Figure 1. Wiring by layer.
Drawn at 2 px/um. Only two layers are drawn.
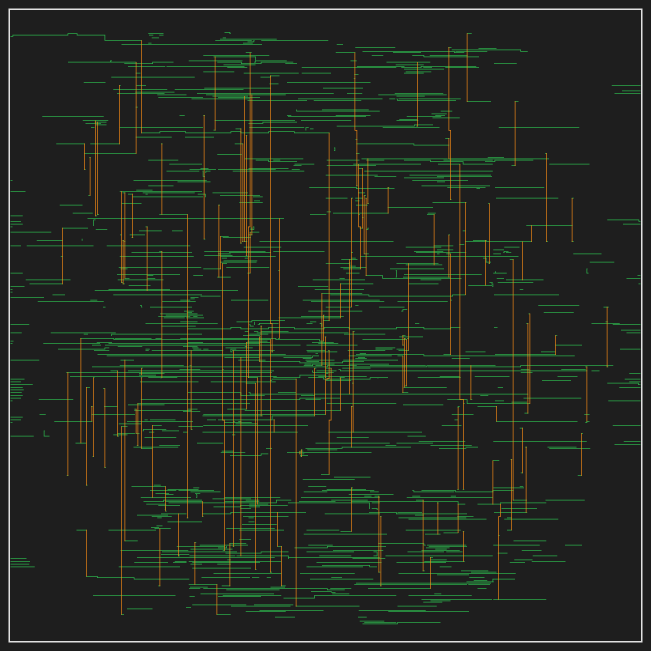
Figure 2. I/O nets highlighted.
Drawn at 1 px/um.
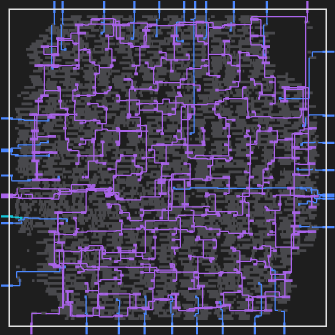
Figure 3. Close-up of the layout.
Region (227, 227) to (247, 247) um. Cells in gray, sequential cells in the stronger gray; small squares are vias.
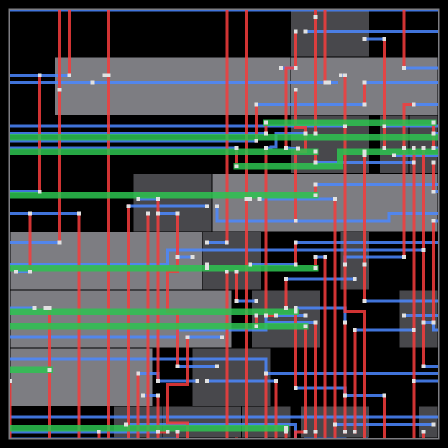
Figure 4. Clock nets.
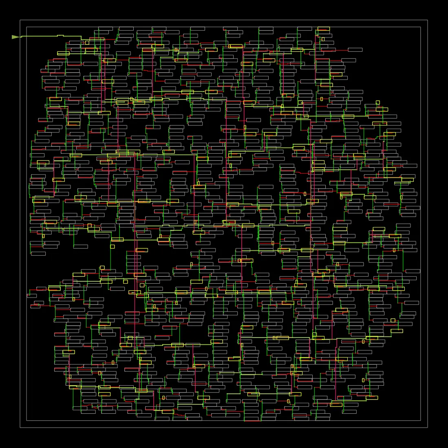
### config.mk
export PLATFORM = sky130hd
export DESIGN_NAME = regfile_param
export DESIGN_NICKNAME = d
export VERILOG_FILES = /design/src/rtl/regfile_param.sv
export SDC_FILE = /design/constraint.sdc
export NUM_CORES = 1
export LEC_CHECK = 0
export ABC_AREA = 0
export CORE_MARGIN = 5
export CORE_UTILIZATION = 50
export CTS_CLUSTER_DIAMETER = 50
export CTS_CLUSTER_SIZE = 10
export DETAILED_ROUTE_END_ITERATION = 10
export PLACE_DENSITY_LB_ADDON = 0.12
export REMOVE_ABC_BUFFERS = 1
export SYNTH_ARGS = -nofsm -noshare
export SYNTH_HDL_FRONTEND = slang
export SYNTH_SLANG_ARGS = --single-unit
### constraint.sdc
create_clock -name clk -period 7.7 [get_ports clk]
set_input_delay 2.31 -clock clk [delete_from_list [all_inputs] [get_ports clk]]
set_output_delay 2.31 -clock clk [all_outputs]
set_load 0.01 [all_outputs]
### src/rtl/regfile_param.sv
// Parametrised 2-read/1-write register file with a post-reset clear sweep and busy flag.
// Optional same-cycle write-to-read bypass is enabled by defining RF_BYPASS_EN.
module regfile_param #(
    parameter int DATA_W   = 32,
    parameter int DEPTH    = 32,
    parameter int ADDR_W   = 5,
    parameter int ZERO_REG = 1
) (
    input  logic              clk,
    input  logic              rst,
    input  logic              RegWrite,
    input  logic [ADDR_W-1:0] RdAddr,
    input  logic [DATA_W-1:0] RdData,
    input  logic [ADDR_W-1:0] RsAddr,
    input  logic [ADDR_W-1:0] RtAddr,
    output logic [DATA_W-1:0] RsData,
    output logic [DATA_W-1:0] RtData,
    output logic              busy,
    output logic              wr_drop
);

    typedef enum logic {
        CLEAR = 1'b0,
        RUN   = 1'b1
    } state_t;

    localparam logic [ADDR_W-1:0] LAST_IDX = ADDR_W'(DEPTH - 1);

    state_t              state_r;
    state_t              stateNext_s;
    logic [ADDR_W-1:0]   clrIdx_r;
    logic [ADDR_W-1:0]   clrIdxNext_s;
    logic [DATA_W-1:0]   regs_r [DEPTH];
    logic                wrEn_s;
    logic [DATA_W-1:0]   rsData_s;
    logic [DATA_W-1:0]   rtData_s;

    function automatic logic isZeroAddr(input logic [ADDR_W-1:0] addr);
        return (ZERO_REG != 0) && (addr == {ADDR_W{1'b0}});
    endfunction

    // State and sweep-index registers; reset restarts the sweep from entry 0.
    always_ff @(posedge clk) begin
        if (rst) begin
            state_r  <= CLEAR;
            clrIdx_r <= {ADDR_W{1'b0}};
        end else begin
            state_r  <= stateNext_s;
            clrIdx_r <= clrIdxNext_s;
        end
    end

    // Next-state logic: the index holds at the last entry rather than wrapping.
    always_comb begin
        stateNext_s  = state_r;
        clrIdxNext_s = clrIdx_r;
        case (state_r)
            CLEAR: begin
                if (clrIdx_r == LAST_IDX) begin
                    stateNext_s = RUN;
                end else begin
                    clrIdxNext_s = clrIdx_r + ADDR_W'(1);
                end
            end
            RUN: begin
                stateNext_s = RUN;
            end
            default: begin
                stateNext_s  = CLEAR;
                clrIdxNext_s = {ADDR_W{1'b0}};
            end
        endcase
    end

    assign wrEn_s = (state_r == RUN) && RegWrite && !isZeroAddr(RdAddr);

    // Storage array: cleared one entry per cycle in CLEAR, written by the port in RUN.
    always_ff @(posedge clk) begin
        if (!rst) begin
            if (state_r == CLEAR) begin
                regs_r[clrIdx_r] <= {DATA_W{1'b0}};
            end else if (wrEn_s) begin
                regs_r[RdAddr] <= RdData;
            end
        end
    end

    // Read ports: forced to zero while clearing and for the hardwired zero entry.
    always_comb begin
        rsData_s = {DATA_W{1'b0}};
        rtData_s = {DATA_W{1'b0}};
        if (state_r == RUN) begin
            if (isZeroAddr(RsAddr)) begin
                rsData_s = {DATA_W{1'b0}};
            end else begin
                rsData_s = regs_r[RsAddr];
            end
            if (isZeroAddr(RtAddr)) begin
                rtData_s = {DATA_W{1'b0}};
            end else begin
                rtData_s = regs_r[RtAddr];
            end
`ifdef RF_BYPASS_EN
            if (wrEn_s && (RdAddr == RsAddr)) begin
                rsData_s = RdData;
            end else begin
                rsData_s = rsData_s;
            end
            if (wrEn_s && (RdAddr == RtAddr)) begin
                rtData_s = RdData;
            end else begin
                rtData_s = rtData_s;
            end
`endif
        end else begin
            rsData_s = {DATA_W{1'b0}};
            rtData_s = {DATA_W{1'b0}};
        end
    end

    assign RsData  = rsData_s;
    assign RtData  = rtData_s;
    assign busy    = (state_r == CLEAR);
    assign wr_drop = (state_r == CLEAR) && RegWrite;

endmodule

==> run_results.csv <==
group,metric,value,unit
final_timing,grt_setup_unrepaired,"no",
min_path,hold_path.startpoint,"clrIdx_r[4]$_SDFFE_PP0P_",
grt,grt.met3_usage,6.082,%
floorplan,die_h,315.5,um
setup_path,reg2reg_setup_slack,3.63,ns
final_timing,timing_worst_slew_pin_value,1.212,ns
synth,synth.mux.area_fraction,21.88,%
synth,synth.cell_area,0.04665,mm^2
cts,tritoncts.num_buffers,119,
final_timing,timing.final.ws_setup,0.1661,ns
routing,m1WireLength,58060,um
setup_path,critical_path.n_buffers_inverters,4,
synth,dominantRegCellSynth,"edfxtp_1",
final_layout,final_layout_size_suffix_gt1_share,17.97,%
setup_path,worstPathRequired,5.39,ns
synth,post-synth-top-area-fraction,63.98,%
cts,clkLatencyLatePin,0.69,ns
cts,clock_tree.htree_level_count,3,
synth,adder_and_majority_cell_fraction_of_the_synthesized_area,0.05364,%
power,clock_power_share,43.1,%
routing,routed-wl-met2,67970,um
power,power.density,216.1,mW/mm^2
cts,root_buffer,"clkbuf_16",
synth,synth.top_cells.by_count,"edfxtp_1, mux2i_1, mux4_2",
synth,yosysWarnings,0,
power,clockNetworkPower,4.99,mW
floorplan,placeableCoreArea,0.09291,mm^2
synth,topCombFamilyByArea,"multiplexers",
min_path,timing.hold.worst_path_depth,2,
synth,top_area_cell,"edfxtp_1",
cts,cts_hold_buf,0,
routing,route.detailed.drc,0,
synth,post_synthesis_xor_xnor_area_fraction,0.05632,%
grt,antenna_found_initial,1,
setup_path,critical_path_depth,8,
synth,synth_area_per_cell,16.19,um^2
routing,avgRoutedWirePerCell,33.80,um
final_timing,hold_viol_final,0,
final_timing,hold_slack,0.5977,ns
grt,global_route.usage.total,28.90,%
final_layout,final_layout_top_logic_cells,"edfxtp_1, mux2i_1, mux4_2, o22ai_1, a22oi_1",
cts,cts.sinks,1000,
min_path,hold_path_class,"reg2reg",
power,largestPowerGroup,"sequential cells",
power,power.switching_fraction,21.50,%
final_timing,finalSetupViolations,0,
routing,final_antenna_net_count,0,
setup_path,critical_path.max_fanout,32,
floorplan,io-pin-count,116,
setup_path,critPathMostFrequentCell,"clkdlybuf4s50_1",
power,p_seq_share,51.4,%
synth,yosys.stat.seqShare,64.24,%
place,buffer_ports.inserted,115,
final_timing,post_route_setup_tns,0,ns
grt,wire_length_of_the_first_global_routing_pass,208100,um
min_path,holdPathEnd,"clrIdx_r[4]$_SDFFE_PP0P_",
final_layout,final_layout_top_logic_cell,"edfxtp_1",
routing,vias_per_cell,6.912,
final_timing,finalWorstPathRequiredPeriod,7.534,ns
power,design_power_total,11.57,mW
place,place_congestion,0.8375,
setup_path,ff2ff_path_depth,6,
synth,enable_flop_cells,994,
synth,ys_cells,2882,
grt,busiest_layer,"met2",
setup_path,timing.critical_path.slowest_stage_cell,"clkdlybuf4s50_1",
cts,cts_tree,"done",
routing,dr_top_layer,"met4",
floorplan,chip_area,0.09951,mm^2
setup_path,critical_path.reg2reg.endpoint,"regs_r[2][4]$_DFFE_PP_",
setup_path,critPathKind,"in2out",
setup_path,worst_setup_path_startpoint,"RtAddr[3]",
final_timing,final-max-slew-violation-count,0,
power,comb_power_share,5.5,%
cts,max-clock-path-buffers,3,
grt,grt_max_degree,72,
setup_path,timing.critical_path.arrival,5.22,ns
synth,yosys.area_share.aoi,7.780,%
setup_path,setup.worst_path.start_class,"input port",
place,place_ws,0.2088,ns
final_timing,finalCritPeriodShare,97.84,%
floorplan,floorplan.rows,112,
synth,synth.lib_cells_used.distinct,50,
final_layout,design.final.nets,3080,
setup_path,crit_path_cell_trace,"clkdlybuf4s50_1, buf_4, or3b_2, buf_12, o22ai_1, o21ai_0, nand4_1, clkdlybuf4s50_1",
place,hpwlAfterDp,85950,um
power,pwr.group.combinational,637,uW
synth,async_set_or_reset_flop_fraction_in_the_synthesized_netlist,0,%
cts,post_cts.repair.setup_buffers,0,
final_timing,worst_slew_margin_rel,19.01,%
power,pg_seq,5.94,mW
grt,use_met1,40.64,%
grt,number_of_global_route_vias_before_repair,30330,
routing,wirelength,146400,um
power,power.ir.vdd_worst,0.0001760,V
synth,synthMostInstantiatedCell,"edfxtp_1",
flow_run,log.warning_count,26,
floorplan,die-width,315.5,um
final_timing,max_clock_freq,132.7,MHz
cts,clk_transition_reported_paths,0.06,ns
flow_run,max_cap_violations,0,
floorplan,fp_util,50.21,%
grt,gr-total-overflow,0,
place,dpl-instance-area,0.05018,mm^2
synth,synth.cellmix.simpleShare,3.599,%
synth,yosys-stat-area,0.04665,mm^2
power,p_leak,17.00,nW
synth,ys_seq_elements,1000,
final_layout,final_area,0.05352,mm^2
status,run_status,"completed",
setup_path,setup.worst_path.end,"RtData[16]",
final_layout,n_antenna_cell,0,
synth,yosys-top-cells-area,"edfxtp_1, mux2i_1, mux4_2, a22oi_1, o22ai_1",
routing,drt_first_iter_violations,3421,
routing,dr.pass1.iters,5,
synth,postSynthCellCount,2882,
grt,gr-usage-met2,45.27,%
power,power_report.internal_total,9.081,mW
setup_path,end_kind,"output port",
## Picture notes: Figure 1
M4: marked orange, wire length 5370 um. M3: marked green, wire length 15000 um.

## Picture notes: Figure 2
RtAddr: marked purple, bits 5, direction input, end cells 433, buffers 24, wire 8530 um. RtData: marked blue, bits 32, direction output, end cells 32, buffers 32, wire 1500 um. wr_drop: marked cyan, bits 1, direction output, end cells 1, buffers 1, wire 16.1 um.

## Picture notes: Figure 3
M2: marked red. M1: marked blue. M3: marked green.
Most frequent: edfxtp_1 (6), mux2i_1 (5), nand2_1 (3). 19 logic cells have their middle in the window. Netlist names of flops here include regs_r (6). Sequential cells in the window: 6.

## Picture notes: Figure 4
clkbuf count: 145
clock tree skew after final layout: 0.01134 ns

layout make-up:
type | instances | area [um^2]
fill | 7097 | 39390
sequential | 1000 | 29970
multi-input combinational | 1637 | 15840
clock buffer | 145 | 3139
timing repair buffer | 264 | 2778
tap | 1254 | 1569
clock inverter | 26 | 205.2
inverter | 6 | 22.52
per-stage QoR:
| stage | std cells | utilization [%] |
|---|---|---|
| 2_1_floorplan | 2643 | - |
| 3_5_place_dp | 4161 | 54.01 |
| 4_1_cts | 4332 | 57.61 |
| 5_1_grt | 4332 | 57.61 |
| 3_3_place_gp | 4161 | 54.01 |
| 6_report | 4332 | 57.61 |
flip-flops by register name, indices dropped and copies added (netlist names):
| signal | cells |
|---|---|
| clrIdx_r | 5 |
| regs_r | 994 |
| state_r | 1 |
Power is estimated from default activity; no workload was simulated.
